===== src/rtl/sel_sorter_param.sv =====
// sel_sorter_param: in-place ascending/descending selection sorter over a DEPTH x WIDTH RAM.
// Define SORT_SWAP_CNT_EN to add the swap_cnt output (swaps made by the last sort).
module sel_sorter_param #(
    parameter int WIDTH = 8,
    parameter int DEPTH = 8,
    localparam int ADDR_W = $clog2(DEPTH)
) (
    input  logic              clk,
    input  logic              rst,
    input  logic              start,
    input  logic              desc,
    input  logic              wr,
    input  logic              rd,
    input  logic [ADDR_W-1:0] addr,
    input  logic [WIDTH-1:0]  datain,
    output logic [WIDTH-1:0]  dataout,
`ifdef SORT_SWAP_CNT_EN
    output logic [ADDR_W-1:0] swap_cnt,
`endif
    output logic              ready,
    output logic              done
);
    typedef enum logic [2:0] {IDLE, OUTER, INNER, ENDIN, SWAP_A, SWAP_B} state_t;
    state_t state_q, state_d;
    logic [ADDR_W-1:0] i_q, i_d, j_q, j_d, idx_q, idx_d, idx_fin;
    logic mode_q, mode_d, ready_q, ready_d, done_q, done_d;
    logic [WIDTH-1:0] best_q, best_d, cur_q, cur_d, rdata_q, rdata_d, dataout_q, dataout_d;
    logic better, first, last_i, advance;
    logic [WIDTH-1:0] mem [DEPTH];
    logic mem_we;
    logic [ADDR_W-1:0] mem_addr;
    logic [WIDTH-1:0] mem_wdata, mem_rword;
`ifdef SORT_SWAP_CNT_EN
    logic [ADDR_W-1:0] cnt_q, cnt_d;
    assign swap_cnt = cnt_q;
`endif

    assign mem_rword = mem[mem_addr];

    always_comb begin
        state_d   = state_q;
        i_d       = i_q;
        j_d       = j_q;
        idx_d     = idx_q;
        mode_d    = mode_q;
        ready_d   = ready_q;
        done_d    = 1'b0;
        best_d    = best_q;
        cur_d     = cur_q;
        rdata_d   = rdata_q;
        dataout_d = dataout_q;
        mem_we    = 1'b0;
        mem_addr  = addr;
        mem_wdata = datain;
        advance   = 1'b0;
`ifdef SORT_SWAP_CNT_EN
        cnt_d     = cnt_q;
`endif
        // rdata_q always holds the word read in the previous cycle
        better  = mode_q ? (rdata_q > best_q) : (rdata_q < best_q);
        first   = j_q == i_q + 1'b1;
        last_i  = i_q == ADDR_W'(DEPTH - 2);
        idx_fin = better ? j_q : idx_q;
        unique case (state_q)
            IDLE: begin
                if (start) begin
                    state_d = OUTER;
                    i_d     = '0;
                    mode_d  = desc;
                    ready_d = 1'b0;
`ifdef SORT_SWAP_CNT_EN
                    cnt_d   = '0;
`endif
                end else if (wr) begin
                    mem_we = 1'b1;
                end else if (rd) begin
                    dataout_d = mem_rword;
                end
            end
            OUTER: begin
                mem_addr = i_q;
                rdata_d  = mem_rword;
                j_d      = i_q + 1'b1;
                idx_d    = i_q;
                state_d  = INNER;
            end
            INNER: begin
                mem_addr = j_q;
                rdata_d  = mem_rword;
                if (first) begin
                    best_d = rdata_q;
                    cur_d  = rdata_q;
                end else if (better) begin
                    best_d = rdata_q;
                    idx_d  = j_q - 1'b1;
                end
                if (j_q == ADDR_W'(DEPTH - 1)) state_d = ENDIN;
                else j_d = j_q + 1'b1;
            end
            ENDIN: begin
                idx_d  = idx_fin;
                best_d = better ? rdata_q : best_q;
                if (idx_fin != i_q) state_d = SWAP_A;
                else advance = 1'b1;
            end
            SWAP_A: begin
                mem_we    = 1'b1;
                mem_addr  = idx_q;
                mem_wdata = cur_q;
                state_d   = SWAP_B;
            end
            SWAP_B: begin
                mem_we    = 1'b1;
                mem_addr  = i_q;
                mem_wdata = best_q;
                advance   = 1'b1;
`ifdef SORT_SWAP_CNT_EN
                cnt_d     = cnt_q + 1'b1;
`endif
            end
            default: state_d = IDLE;
        endcase
        if (advance) begin
            i_d     = i_q + 1'b1;
            state_d = last_i ? IDLE : OUTER;
            ready_d = last_i;
            done_d  = last_i;
        end
    end

    always_ff @(posedge clk) begin
        if (rst) begin
            state_q   <= IDLE;
            ready_q   <= 1'b1;
            done_q    <= 1'b0;
            dataout_q <= '0;
`ifdef SORT_SWAP_CNT_EN
            cnt_q     <= '0;
`endif
        end else begin
            state_q   <= state_d;
            ready_q   <= ready_d;
            done_q    <= done_d;
            dataout_q <= dataout_d;
            i_q       <= i_d;
            j_q       <= j_d;
            idx_q     <= idx_d;
            mode_q    <= mode_d;
            best_q    <= best_d;
            cur_q     <= cur_d;
            rdata_q   <= rdata_d;
`ifdef SORT_SWAP_CNT_EN
            cnt_q     <= cnt_d;
`endif
        end
    end

    // a reset landing on a swap cycle must not complete the write
    always_ff @(posedge clk) begin
        if (mem_we && !rst) mem[mem_addr] <= mem_wdata;
    end

    assign dataout = dataout_q;
    assign ready   = ready_q;
    assign done    = done_q;
endmodule


===== config.mk =====
export PLATFORM = sky130hd
export DESIGN_NAME = sel_sorter_param
export DESIGN_NICKNAME = d
export VERILOG_FILES = /design/src/rtl/sel_sorter_param.sv
export SDC_FILE = /design/constraint.sdc
export NUM_CORES = 1
export LEC_CHECK = 0
export ABC_CLOCK_PERIOD_IN_PS = 2700
export CAP_MARGIN = 20
export CORE_MARGIN = 4
export CORE_UTILIZATION = 45
export DETAILED_ROUTE_END_ITERATION = 7
export HOLD_SLACK_MARGIN = 0.08
export PLACE_DENSITY = 0.59
export SETUP_SLACK_MARGIN = 0.2
export SYNTH_ARGS = -nofsm -noshare
export SYNTH_HDL_FRONTEND = slang
export SYNTH_SLANG_ARGS = --single-unit

===== constraint.sdc =====
create_clock -name clk -period 2.7 [get_ports clk]
set_input_delay 0.27 -clock clk [delete_from_list [all_inputs] [get_ports clk]]
set_output_delay 0.27 -clock clk [all_outputs]
set_load 0.01 [all_outputs]

Figure 1. The metal 3 layer.
Scale: 3 px per µm.
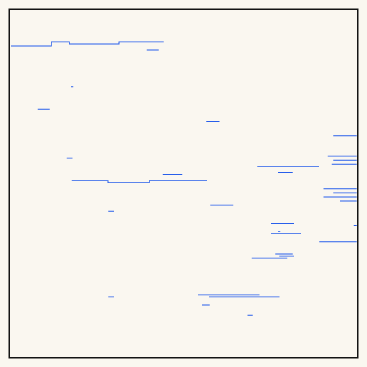
share of all routed wire: 3.1%
wire length on this layer: 321 µm
longest straight run: 23.2 µm
nets with wire on the layer: 25
main direction: horizontal

Figure 2. Signal wires by layer.
Scale: 3 px per µm. Two of the layers only.
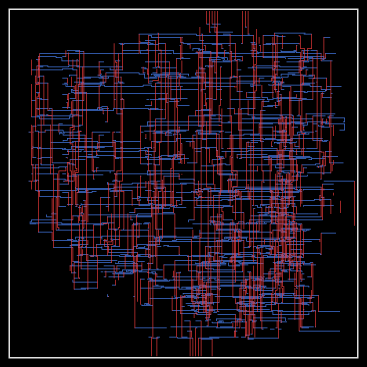
[blue] met1 | wire length: 5070 µm
[red] met2 | wire length: 5010 µm

==> impl_metrics.env <==
# flow metrics
export IMPL_run_status="complete, no violations"
export IMPL_ys_cells=402
export IMPL_power_frac_seq_pct=38.8
export IMPL_grtUsageMet1_pct=23.5
export IMPL_number_of_distinct_standard_cells_referenced_by_the_synthesized_netlist=64
export IMPL_maxCapViolations=0
export IMPL_wire_per_inst_um=17.7
export IMPL_irDropWorstVdd_v=0.000543
export IMPL_type_of_the_worst_setup_path="flip-flop to flip-flop"
export IMPL_synth_adder_area_share_pct=3.12
export IMPL_totalWireLength_mm=10.5
export IMPL_postSynthAreaPerCell_um2=13.0
export IMPL_cp_endpoint="i_q[2]$_SDFFCE_PN0P_"
export IMPL_power_leader="combinational logic"
export IMPL_area_delta_synth_final_pct=17.3
export IMPL_detail_route_antenna_nets=0
export IMPL_clk_pin_slew_ps=70
export IMPL_met2_wirelength_mm=5.01
export IMPL_hp_class="flip-flop to flip-flop"
export IMPL_combinationalPowerShare_pct=41.7
export IMPL_topCombFamilyByArea="AND-OR/OR-AND gates"
export IMPL_cts_tree="built"
export IMPL_internal_power_uw=4120
export IMPL_maxUsedRoutingLayer="met4"
export IMPL_holdCritStartpoint="rdata_q[0]$_DFFE_PP_"
export IMPL_clk_power_uw=1240
export IMPL_layout_top_cells_excl_fill_tap="98 x sky130_fd_sc_hd__edfxtp_1, 39 x sky130_fd_sc_hd__mux2i_1, 33 x sky130_fd_sc_hd__nor2_1"
export IMPL_gp_routability_congestion=0.824
export IMPL_finalHoldWorstSlack_ps=490
export IMPL_clk_path_buf_depth=2
export IMPL_grt_util_all_layers_pct=16.8
export IMPL_synth_compound_area_share_pct=11.1
export IMPL_pre_cts_slack_ps=124
export IMPL_ff2ff_setup_slack_ps=220
==> registers in the layout (all words and copies together) (netlist names), 3 cells and up <==
name	cells
idx_q	3
best_q	8
dataout	8
state_q	3
rdata_q	8
i_q	3
mem	64
cur_q	8
j_q	3
==> area by class of cell <==
| cell class | count | share of cell area [%] |
|---|---|---|
| Tap cell | 143 | 2.92 |
| Inverter | 15 | 0.919 |
| Clock inverter | 5 | 0.736 |
| Timing Repair Buffer | 53 | 8.03 |
| Multi-Input combinational cell | 255 | 31.3 |
| Sequential cell | 111 | 52.3 |
| Clock buffer | 11 | 3.80 |
==> per-stage QoR <==
step	utilization [%]	instance area [µm²]
final	53.9	6120
after CTS	53.2	6050
after global placement	50.7	5760
after detailed placement	50.7	5760
after floorplan	-	5220
after global routing	53.9	6120
